## config.mk

```make
export PLATFORM = sky130hd
export DESIGN_NAME = stack_unit
export DESIGN_NICKNAME = d
export VERILOG_FILES = /design/src/rtl/stack_unit.sv
export SDC_FILE = /design/constraint.sdc
export NUM_CORES = 1
export LEC_CHECK = 0
export CORE_MARGIN = 2
export CORE_UTILIZATION = 45
export CTS_CLUSTER_SIZE = 8
export DETAILED_ROUTE_END_ITERATION = 8
export GPL_TIMING_DRIVEN = 0
export PLACE_DENSITY = 0.67
export SLEW_MARGIN = 20
export SYNTH_ARGS = -nofsm -noshare
export SYNTH_HDL_FRONTEND = slang
export SYNTH_SLANG_ARGS = --single-unit
```

## constraint.sdc

```tcl
create_clock -name clk -period 2.99 [get_ports clk]
set_input_delay 0.598 -clock clk [delete_from_list [all_inputs] [get_ports clk]]
set_output_delay 0.598 -clock clk [all_outputs]
set_load 0.02 [all_outputs]
```

## src/rtl/stack_unit.sv

```systemverilog
// rtl/stack_unit.sv - LIFO stack with push/pop/top-of-stack/replace and sticky error flags
module stack_unit #(
    parameter int WIDTH = 8,
    parameter int DEPTH = 16
) (
    input  logic                       clk,
    input  logic                       rst,
    input  logic                       push,
    input  logic                       pop,
    input  logic                       tos,
    input  logic                       clr_err,
    input  logic [WIDTH-1:0]           din,
    output logic [WIDTH-1:0]           dout,
    output logic [$clog2(DEPTH):0]     count,
    output logic                       full,
    output logic                       empty,
    output logic                       overflow,
    output logic                       underflow
);

    localparam int AW = $clog2(DEPTH);
    localparam int CW = AW + 1;
    localparam logic [CW-1:0] DEPTH_C = CW'(DEPTH);

    logic [WIDTH-1:0] mem [DEPTH];
    logic [CW-1:0]    sp;
    logic [AW-1:0]    top_addr;
    logic [AW-1:0]    wr_addr;
    logic             wr_en;
    logic             do_replace;
    logic             do_pop;
    logic             do_push;
    logic             do_tos;

    assign count = sp;
    assign full  = (sp == DEPTH_C);
    assign empty = (sp == '0);

    always_comb begin
        do_replace = push & pop;
        do_pop     = pop & ~push;
        do_push    = push & ~pop;
        do_tos     = tos & ~push & ~pop;
        top_addr   = AW'(sp - CW'(1));
        // sp < DEPTH whenever a push is accepted, so its low bits address the next free slot
        wr_en      = (do_push & ~full) | (do_replace & ~empty);
        wr_addr    = do_replace ? top_addr : sp[AW-1:0];
    end

    always_ff @(posedge clk or negedge rst) begin
        if (!rst) begin
            sp        <= '0;
            dout      <= '0;
            overflow  <= 1'b0;
            underflow <= 1'b0;
        end else begin
            if (clr_err) begin
                overflow  <= 1'b0;
                underflow <= 1'b0;
            end
            // error sets come after the clear so a same-cycle event wins
            if (do_replace) begin
                if (empty) underflow <= 1'b1;
                else       dout      <= mem[top_addr];
            end else if (do_pop) begin
                if (empty) begin
                    underflow <= 1'b1;
                end else begin
                    dout <= mem[top_addr];
                    sp   <= sp - CW'(1);
                end
            end else if (do_push) begin
                if (full) overflow <= 1'b1;
                else      sp       <= sp + CW'(1);
            end else if (do_tos) begin
                if (empty) underflow <= 1'b1;
                else       dout      <= mem[top_addr];
            end
        end
    end

    // Array is not reset; writes are suppressed while reset is held
    always_ff @(posedge clk) begin
        if (rst && wr_en) begin
            mem[wr_addr] <= din;
        end
    end

endmodule
```

==> impl_metrics.csv, run 1 <==
group,metric,value,unit
status,outcome,"finished clean",
placement,gp_congestion,0.8563,
clock_tree,cts_root_buf,"clkbuf_16",
worst_setup_path,r2r_end,"mem[5][5]",
synth,synthFlopType,"edfxtp_1",
floorplan,coreArea,0.01272,sq mm
worst_hold_path,hp-class,"reg2reg",
synth,simple_gate_area_share,4.736,%
worst_setup_path,crit_cells,6,
drt,drt_first_pass_iters,4,
worst_setup_path,arrival,3.00,ns
clock_tree,cts_buffers,17,
finish,final_layout_top_logic_cells,"128 x edfxtp_1, 32 x mux4_2, 29 x clkdlybuf4s50_1, 22 x inv_1",
placement,dp_cells,538,
worst_setup_path,cpMaxStageDelayCell,"a22oi_1",
finish,ff_latch_area,0.004220,sq mm
finish,clock_area_share,8.300,%
clock_tree,cts_resized,28,
sta,drv_slew,0,
finish,nFillCells,1005,
finish,lay_top_count,"edfxtp_1",
sta,finalCriticalPeriod,2.899,ns
synth,yosys_warnings,0,
pwr,power_leakage,2.394,nW
global_route,antenna_found_initial,0,
worst_hold_path,whs_path_depth,2,
finish,comb_share,22.83,%
drt,wl_per_cell,21.38,um
synth,floorplan.nets,357,
synth,syn_area,0.005892,sq mm
sta,tightest_slew,0.9205,ns
synth,ys_seq_elements,143,
floorplan,taps,172,
finish,diodes,0,
global_route,busiest_layer,"met2",
global_route,met2_usage,27.78,%
sta,fin_ws,0.09149,ns
run,tool_warnings,33,
worst_setup_path,crit_family,"AND-OR/OR-AND gates",
worst_setup_path,ff2ff_setup_slack,0.09,ns
synth,async_reset_ff_share,10.49,%
-- run 1: power by group --
| part | leakage [nW] | internal [mW] | switching (mW) |
|---|---|---|---|
| clock network | 0.286 | 1.30 | 0.794 |
| logic | 0.780 | 1.15 | 1.56 |
| registers | 1.33 | 2.36 | 0.102 |
| total | 2.39 | 4.82 | 2.46 |
-- run 1: cells in the mapped netlist, types with 2 or more instances --
cell and instances:
o22ai_1 8, inv_1 22, a21oi_1 14, a22oi_1 2, nand3_1 4, a221oi_1 8
clkbuf_1 5, xor2_1 3, xnor2_1 3, or3_1 2, dfrtp_1 15, mux4_2 32
o21ai_0 4, buf_2 6, buf_4 2, nand2_1 11, nor3b_1 3, buf_1 2
nor2_1 33, edfxtp_1 128, ha_1 7
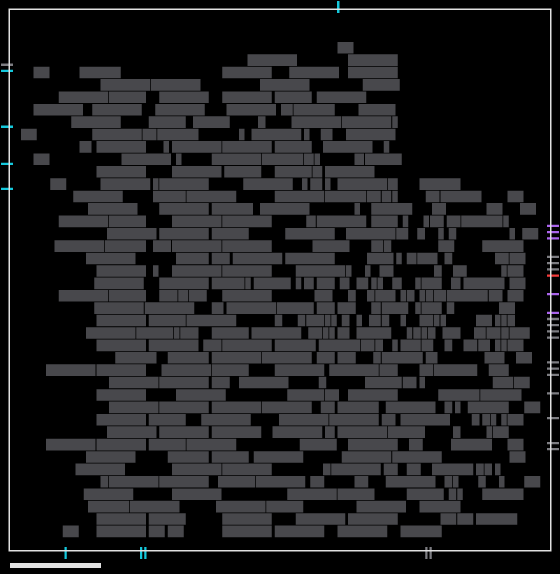
run_1/pinout.png
Bar = 20 um. Pins as bars across the die edge, other pins in grey.
purple -> `count`  # pins 5, direction output, edge right
cyan -> `din`  # pins 8, direction input, edge 4 left, 3 bottom, 1 top
red -> `underflow`  # pins 1, direction output, edge right
all pins by edge = 20 right, 5 left, 5 bottom, 1 top

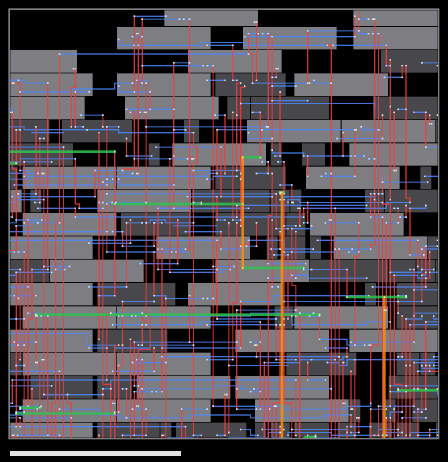
run_1/closeup.png
Bar = 20 um. Region (34, 58) to (84, 108) um. Cells in grey, sequential cells in the stronger grey; small squares are vias.
orange -> M4
red -> M2
blue -> M1
green -> M3
cells with their middle in the window = 100
most frequent = edfxtp_1 (43), mux4_2 (12), inv_1 (12)
netlist names of flops here include = `mem` (43)
sequential cells in the window = 43

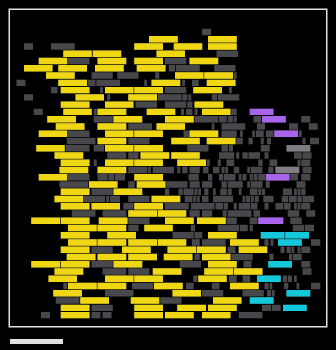
run_1/ff_map.png
Bar = 20 um. Other sequential cells in the stronger grey, the rest of the logic in the fainter grey.
cyan -> `dout`  # flops 8, where lower right
purple -> `count`  # flops 5
yellow -> `mem`  # flops 128

run_1/m1.png
Bar = 20 um.
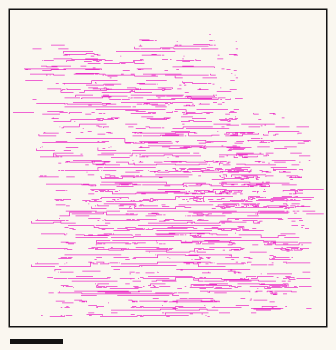

==> run 2: changes to the inputs <==
Settings changed: ABC_CLOCK_PERIOD_IN_PS set to 2990, REMOVE_ABC_BUFFERS set to 1, SLEW_MARGIN 20 to not set.
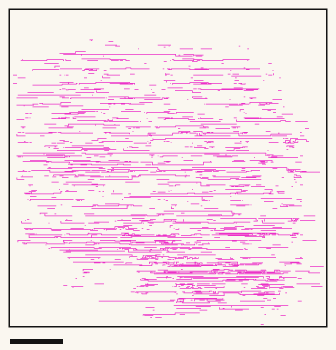
run_2/m1.png
Bar = 20 um.
nets with wire on the layer = 365
share of all routed wire = 43%

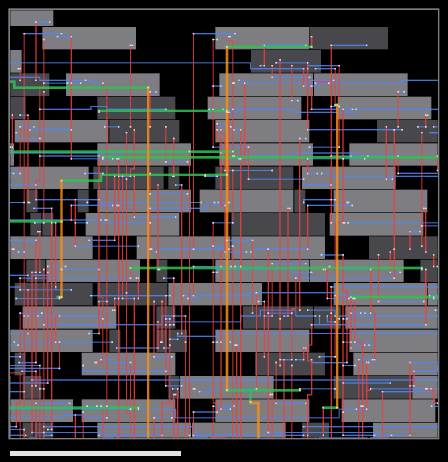
run_2/closeup.png
Bar = 20 um. Region (34, 58) to (84, 108) um. Cells in grey, sequential cells in the stronger grey; small squares are vias.
orange -> M4
blue -> M1
green -> M3
red -> M2
cells with their middle in the window = 77
netlist names of flops here include = `mem` (42)
most frequent = edfxtp_1 (42), inv_1 (9), mux4_2 (9)
sequential cells in the window = 42

==> run 2 against run 1 <==
Total power decreased by 0.82%. Sequential power increased by 2%. Clock power about the same. Die size unchanged. Area after synthesis unchanged. Synthesized cell count unchanged. Global-route usage decreased by 1.2 points. Largest power group unchanged. Sequential share of layout area increased by 1.0 points. Combinational power decreased by 5%. Cell count decreased by 2.4%. Critical path type is now in2reg. Maximum frequency decreased by 2.2%.
==> impl_metrics.csv, run 2 <==
group,metric,value,unit
drt,wl_per_cell,20.57,um
sta,tightest_slew,0.8384,ns
finish,clkbuf_count,25,
worst_setup_path,cpMaxStageDelayCell,"nor2_1",
finish,buffers,33,
pwr,switching_share,31.62,%
sta,finClkSkew,0.007560,ns
synth,ys_seq_elements,143,
synth,aoi_share,6.073,%
clock_tree,cts_max_level,4,
run,tool_warnings,32,
synth,yosys_warnings,0,
pwr,powerClk,2.12,mW
synth,syn_area,0.005892,sq mm
finish,lay_top_count,"edfxtp_1",
synth,async_reset_ff_share,10.49,%
global_route,met2_usage,28.58,%
pwr,power,7.216,mW
clock_tree,cts_buffers,17,
clock_tree,cts_hold_buf,0,
finish,comb_share,22.68,%
pwr,comb_power,2.59,mW
pwr,power_leader,"combinational logic",
pwr,p_int,4.935,mW
synth,common_cells,"128 x edfxtp_1, 33 x nor2_1, 32 x mux4_2",
synth,yosys.cell_types.count,43,
pwr,power_switching,2.282,mW
status,outcome,"finished clean",
pwr,pwr_density_cell,1020,mW/mm^2
finish,ff_latch_area,0.004223,sq mm
drt,drc,0,
synth,synthFlopType,"edfxtp_1",
pwr,p_clk_share,29.4,%
global_route,first_global_vias,3110,
sta,finalCriticalPeriod,2.963,ns
sta,relSlewSlack,43.80,%
placement,gp_congestion,0.8050,
worst_setup_path,startpoint_type,"input port",
drt,first_iter_violations,294,
clock_tree,cts_resized,10,
synth,synth.avg_cell_area,17.54,sq um
synth,top_cell,"edfxtp_1",
worst_hold_path,hp-class,"reg2reg",
synth,yosysTopAreaCell,"edfxtp_1",
synth,simple_gate_area_share,4.736,%
sta,drv_slew,0,
drt,drt_first_pass_iters,4,
worst_hold_path,whs_path_depth,2,
worst_setup_path,crit_cells,7,
worst_setup_path,crit_family,"simple AND/OR/NAND/NOR gates",
finish,sh_seq_area,59.70,%
worst_setup_path,worstSetupPathType,"in2reg",
finish,ff_count,143,
global_route,antenna_found_initial,0,
worst_hold_path,holdCritStartpoint,"underflow",
clock_tree,postCtsSetupBuffers,2,
floorplan,coreArea,0.01272,sq mm
worst_hold_path,whs_endpoint,"underflow",
clock_tree,cts_root_buf,"clkbuf_16",
pwr,combinationalPowerShare,35.9,%
global_route,overflow,0,
finish,largest_register,"mem",
finish,final_layout_top_logic_cells,"128 x edfxtp_1, 32 x mux4_2, 29 x clkdlybuf4s50_1, 22 x inv_1, 19 x nor2_1",
worst_setup_path,arrival,3.00,ns
finish,nFillCells,1013,
global_route,busiest_layer,"met2",
finish,area_delta_synth_final,20.05,%
worst_setup_path,r2r_end,"mem[1][1]",
worst_setup_path,ff2ff_setup_slack,0.11,ns
global_route,use_met3,5.068,%
worst_setup_path,crit_buf_inv,1,
pwr,power_leakage,2.348,nW
pwr,seqPwrFrac,34.7,%
clock_tree,path_clk_slew,0.06,ns
finish,mi_logic_area,0.001604,sq mm
sta,fmax,0.3375,GHz
placement,dp_cells,524,
floorplan,taps,172,
finish,clock_area_share,8.350,%
finish,diodes,0,
worst_setup_path,cpPeakStageDelay,0.64,ns
pwr,seq-power,2.51,mW
run 2: cell counts after synthesis:
No cell type changed its count.
run 2: metrics by stage:
| stage | setup TNS (ns) | instance area (sq um) | util [%] | hold WS [ns] | setup slack, ns |
|---|---|---|---|---|---|
| global route | -5.860 | 7073 | 55.60 | 0.4989 | -0.2599 |
| global placement | -337.86 | 6336 | 49.80 | 0.4596 | -2.635 |
| detailed placement | -89.68 | 6367 | 50.05 | 0.4712 | -0.8878 |
| floorplan | -132.65 | 5821 | - | 0.3024 | -1.051 |
| finish | 0 | 7073 | 55.60 | 0.4786 | 0.02707 |
| CTS | -0.8320 | 7020 | 55.18 | 0.4869 | -0.04107 |
No activity file was given, so power comes from the tool's default toggle rates.
